<file path="src/rtl/mips_cpu_bus_sequencer.sv">
// Multicycle control sequencer for the bus-interface MIPS CPU: owns the state register,
// drives the memory bus handshake and emits per-state strobes to the datapath.
module mips_cpu_bus_sequencer #(
  parameter int MD_LAT      = 32,
  parameter int WAIT_MAX    = 255,
  parameter bit ALIGN_CHECK = 1'b1
) (
  input  logic       clk,
  input  logic       reset,
  input  logic [5:0] opcode,
  input  logic [5:0] function_code,
  input  logic [1:0] byte_addressing,
  input  logic       waitrequest,
  input  logic       halt_req,
  output logic [2:0] state,
  output logic       read,
  output logic       write,
  output logic [3:0] byteenable,
  output logic [2:0] write_data_sel,
  output logic       ir_load,
  output logic       exec_en,
  output logic       pc_en,
  output logic       load_wb,
  output logic       md_busy,
  output logic       active,
  output logic       fault
);

  localparam int MD_W = (MD_LAT > 1) ? $clog2(MD_LAT) : 1;
  localparam int WD_W = (WAIT_MAX > 0) ? $clog2(WAIT_MAX + 1) : 1;

  typedef enum logic [2:0] {
    S_FETCH     = 3'd0,
    S_IR_LATCH  = 3'd1,
    S_MEM       = 3'd2,
    S_LOAD_DATA = 3'd3,
    S_EXEC      = 3'd4,
    S_MD_WAIT   = 3'd5,
    S_HALT      = 3'd6,
    S_FAULT     = 3'd7
  } state_t;

  state_t          state_q, state_d, retire_state;
  logic [MD_W-1:0] md_cnt;
  logic [WD_W-1:0] wd_cnt;
  logic            is_load, is_store, is_md, misaligned, wd_trip;

  // LWL/LWR (34/38) and the byte ops never trap; halfword needs addr[0]=0, word needs addr=00.
  always_comb begin
    is_load    = opcode inside {[6'd32:6'd38]};
    is_store   = (opcode == 6'd40) || (opcode == 6'd41) || (opcode == 6'd43);
    is_md      = (opcode == 6'd0) && (function_code inside {[6'd24:6'd27]});
    misaligned = ALIGN_CHECK &&
                 ((((opcode == 6'd33) || (opcode == 6'd37) || (opcode == 6'd41)) && byte_addressing[0]) ||
                  (((opcode == 6'd35) || (opcode == 6'd43)) && (byte_addressing != 2'b00)));
    wd_trip    = (WAIT_MAX > 0) && (wd_cnt == WD_W'(WAIT_MAX));
  end

  always_comb begin
    state_d        = state_q;
    retire_state   = halt_req ? S_HALT : S_FETCH;
    read           = 1'b0;
    write          = 1'b0;
    byteenable     = 4'b1111;
    write_data_sel = 3'd0;
    ir_load        = 1'b0;
    exec_en        = 1'b0;
    pc_en          = 1'b0;
    load_wb        = 1'b0;
    md_busy        = 1'b0;
    active         = (state_q != S_HALT) && (state_q != S_FAULT);
    fault          = (state_q == S_FAULT);
    case (state_q)
      S_FETCH: begin
        read = 1'b1;
        if (wd_trip)           state_d = S_FAULT;
        else if (!waitrequest) state_d = S_IR_LATCH;
      end
      S_IR_LATCH: begin
        ir_load = 1'b1;
        state_d = S_EXEC;
      end
      S_EXEC: begin
        exec_en = 1'b1;
        if (is_load || is_store) begin
          state_d = misaligned ? S_FAULT : S_MEM;
        end else if (is_md) begin
          state_d = S_MD_WAIT;
        end else begin
          pc_en   = 1'b1;
          state_d = retire_state;
        end
      end
      S_MEM: begin
        if (is_store) begin
          write = 1'b1;
          case (opcode)
            6'd40: begin
              case (byte_addressing)
                2'd0:    begin byteenable = 4'b0001; write_data_sel = 3'd1; end
                2'd1:    begin byteenable = 4'b0010; write_data_sel = 3'd2; end
                2'd2:    begin byteenable = 4'b0100; write_data_sel = 3'd3; end
                default: begin byteenable = 4'b1000; write_data_sel = 3'd4; end
              endcase
            end
            6'd41: begin
              byteenable     = byte_addressing[1] ? 4'b1100 : 4'b0011;
              write_data_sel = byte_addressing[1] ? 3'd6 : 3'd5;
            end
            default: begin
              byteenable     = 4'b1111;
              write_data_sel = 3'd0;
            end
          endcase
        end else begin
          read = 1'b1;
        end
        if (wd_trip) begin
          state_d = S_FAULT;
        end else if (!waitrequest) begin
          if (is_store) begin
            pc_en   = 1'b1;
            state_d = retire_state;
          end else begin
            state_d = S_LOAD_DATA;
          end
        end
      end
      S_LOAD_DATA: begin
        load_wb = 1'b1;
        pc_en   = 1'b1;
        state_d = retire_state;
      end
      S_MD_WAIT: begin
        md_busy = 1'b1;
        if (md_cnt == '0) begin
          pc_en   = 1'b1;
          state_d = retire_state;
        end
      end
      default: state_d = state_q;
    endcase
    // Asynchronous reset must silence the bus immediately, even mid-transfer.
    if (!reset) begin
      read           = 1'b0;
      write          = 1'b0;
      byteenable     = 4'b1111;
      write_data_sel = 3'd0;
      ir_load        = 1'b0;
      exec_en        = 1'b0;
      pc_en          = 1'b0;
      load_wb        = 1'b0;
      md_busy        = 1'b0;
      active         = 1'b0;
      fault          = 1'b0;
    end
  end

  always_ff @(posedge clk or negedge reset) begin
    if (!reset) state_q <= S_FETCH;
    else        state_q <= state_d;
  end

  always_ff @(posedge clk or negedge reset) begin
    if (!reset)
      md_cnt <= '0;
    else if ((state_d == S_MD_WAIT) && (state_q != S_MD_WAIT))
      md_cnt <= MD_W'(MD_LAT - 1);
    else if ((state_q == S_MD_WAIT) && (md_cnt != '0))
      md_cnt <= md_cnt - MD_W'(1);
  end

  // Stall counter restarts on every state change and saturates instead of wrapping.
  always_ff @(posedge clk or negedge reset) begin
    if (!reset)
      wd_cnt <= '0;
    else if (state_d != state_q)
      wd_cnt <= '0;
    else if ((WAIT_MAX > 0) && (read || write) && waitrequest && (wd_cnt != '1))
      wd_cnt <= wd_cnt + WD_W'(1);
  end

  assign state = state_q;

endmodule
</file>
<file path="config.mk">
export PLATFORM = sky130hd
export DESIGN_NAME = mips_cpu_bus_sequencer
export DESIGN_NICKNAME = d
export VERILOG_FILES = /design/src/rtl/mips_cpu_bus_sequencer.sv
export SDC_FILE = /design/constraint.sdc
export NUM_CORES = 1
export LEC_CHECK = 0
export CORE_UTILIZATION = 49
export CTS_CLUSTER_SIZE = 8
export DETAILED_ROUTE_END_ITERATION = 6
export PLACE_DENSITY = 0.76
export SYNTH_ARGS = -nofsm -noshare
export SYNTH_HDL_FRONTEND = slang
export SYNTH_SLANG_ARGS = --single-unit
</file>
<file path="constraint.sdc">
create_clock -name clk -period 2.75 [get_ports clk]
set_clock_uncertainty 0.1 [all_clocks]
set_input_delay 0.275 -clock clk [delete_from_list [all_inputs] [get_ports clk]]
set_output_delay 0.275 -clock clk [all_outputs]
set_load 0.02 [all_outputs]
</file>
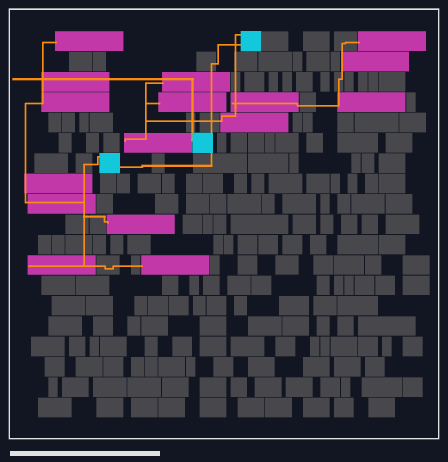
Fig. 1. Clock wires, drivers and flops.
The bar under the picture is 20 um long.
magenta -> flip-flops  # count 16
orange -> clock wires  # length 206 um
cyan -> clock drivers  # count 3
routed clock nets = 4

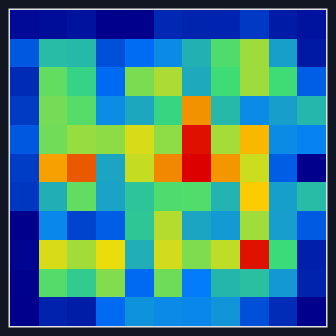
Fig. 2. Wire density map.
The die is cut into 11 by 11 equal tiles; dark blue is low, red is high, scaled to the fullest tile. Values are wire area over tile area, all layers added.
tiles over half the peak = 35%
emptiest ninth of the die = top left
mean over tiles = 0.17
total wirelength of the detailed-routed design: 3.63 mm
via count of the routed design: 1460
overall routing resource usage: 24.3%

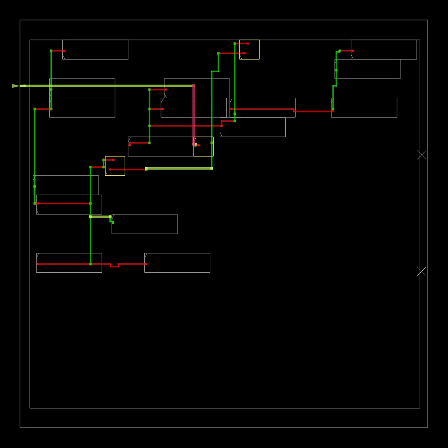
Fig. 3. The clock network.
insertion delay of the later-clocked pin in the worst-skew pair: 0.28 ns
count of sequential standard cells: 16
clock buffer instance count of the final layout: 3

==> flow_summary.ini <==
; implementation run metrics
[outcome]
run_status = complete, but fails checks
failed_checks = DRC

[grt]
met3_usage_pct = 5.44
grt_most_used_layer = met2
grt_antenna_before_repair = 0
largest_net_degree_at_the_start_of_global_routing = 24
global_route_wire_length_before_repair_mm = 6.25
grtUsageMet1_pct = 31.1
grt_remaining_overflow = 0
grt_util_met2_pct = 41.7
first_global_vias = 1421

[route]
dr.pass1.iters = 6
routedLengthMet1_mm = 1.64
ant_nets = 0
topRoutingLayerUsed = met4
detailroute.wirelength.met3_um = 141
vias_per_cell = 5.89
detail_route.iter0.violations = 44
routedWlPerCell_um = 14.6
drcViolationCount = 2
met2_routed_length_mm = 1.82

[cts]
tritoncts = done
cts_made_buffers = 3
clock_sinks = 16
ctsLongestPathBuffers = 2
ctsResizeCount = 1
hold_buffers = 0
clk_transition_reported_paths_ns = 0.09
cts-htree-levels = 1

[setup_path]
critical_path_cell_count = 7
endpoint_arrival_time_on_the_critical_path_ns = 2.29
cp_max_fo = 7
endpoint_kind = output pin
setup.worst_path.start_class = input pin
r2r_cells = 8
critical_path_class = in2out
cp.buffers_inverters = 3
reg2reg_from = md_cnt[0]
ff2ff_setup_slack_ns = 0.34
slowest_stage = clkdlybuf4s50_1
crit_family = buffers and inverters
critPathMostFrequentCell = clkdlybuf4s50_1
path_cells = clkdlybuf4s50_1, and4bb_2, nand3_1, nor3_1, buf_4, o21a_1, clkdlybuf4s50_1
worst_setup_path_startpoint = opcode[3]

[job]
maxCapViolations = 0
log.warning_count = 32

[timing]
hold_viol_final = 0
max_freq_mhz = 375
accumulated_negative_setup_slack_ns = 0
worstMarginPinSlew_ns = 0.490
timing.max_slew.rel_slack_pct = 67.3
setup_viol_count_final = 0
grt_setup_unrepaired = no
finalWorstSetupSlack_ns = 0.0823
holdWs_ns = 0.312
min_period_ns = 2.67

[logic_synthesis]
floorplan.nets = 194
synth.largest_area_cell = dfrtp_1
top_cell_area_share_pct = 26.8
netlist_logic_family_top = simple AND/OR/NAND/NOR gates
synth-async-reset-ratio_pct = 100
synth_flops = 16
post_synth_ao_oa_area_fraction_pct = 18.4
edff_count_synth = 0
ys_cells = 169
ys_top_cells_by_count = dfrtp_1 (16), nand2_1 (16), nor3_1 (14)
adder_share_pct = 5.87
synth_top_flop_cell = dfrtp_1
top_cells_by_area = dfrtp_1 (27%), ha_1 (5.9%), nor3_1 (4.7%), nand2_1 (4.0%), xnor2_1 (3.5%)
synthMuxAreaShare_pct = 3.35
mean_area_per_synthesized_cell_um2 = 8.83
synthesis.area_um2 = 1490
synthXorXnorAreaFrac_pct = 5.87
syn-instance-count = 169
synth_sequential_area_ratio_pct = 26.8
yosys.stat.chipArea_um2 = 1490
ys.warnings.count = 0

[cells_and_area]
biggest_cell_category_by_area_in_the_final_layout = multi-input combinational cells
n_antenna_cell = 0
multiInputGateArea_um2 = 1020
layout_top_cells_excl_fill_tap = clkdlybuf4s50_1 (31), buf_4 (18), nand2_1 (16), dfrtp_1 (16), nor3_1 (14)
final_layout_top_logic_cell = clkdlybuf4s50_1
layout.cells.non_filler = 248
clk_share_pct = 1.13
number_of_non_clock_inverters = 11
fill_cells = 239
drive_gt1_share_pct = 18.0
fin_nets = 244
ff_latch_area_um2 = 400
number_of_flip_flops_under_the_largest_register_name = 8
top_reg_by_flops = wd_cnt
stdcell_area_um2 = 2000
area_growth_syn_to_layout_pct = 34.1
n_multi_input_combinational_cell = 135
final_core_util_pct = 70.8
area.share.combinational_pct = 50.7
nonclk_buf_count = 52
non_clock_buffer_area_share_pct = 24.1

[power_and_ir_drop]
power.net_switching_mw = 0.105
p_leak_nw = 0.856
powerSeq_mw = 0.235
internal-power_mw = 0.328
clk-power_mw = 0.120
power.group.top = sequential cells
combinationalPower_mw = 0.0782
p_clk_share_pct = 27.6
power.sequential.fraction_pct = 54.3
power.share.switching_pct = 24.3
worst_ir_drop_vdd_v = 0.000235

[die]
nWellTaps = 31
die-area_um2 = 3270
num_io_pins = 37
floorplan.core_area_um2 = 2830
die-height_um = 57.2
initial_utilization_pct = 52.8
fp-row-count = 19
die_w_um = 57.2

[placed_design]
place_worst_setup_slack_ns = 0.000326
detailed_place.area_um2 = 1970
dp_hpwl_mm = 2.87
place_inst = 245
routabilityCongestion = 0.817

[min_path]
hold_class = in2async
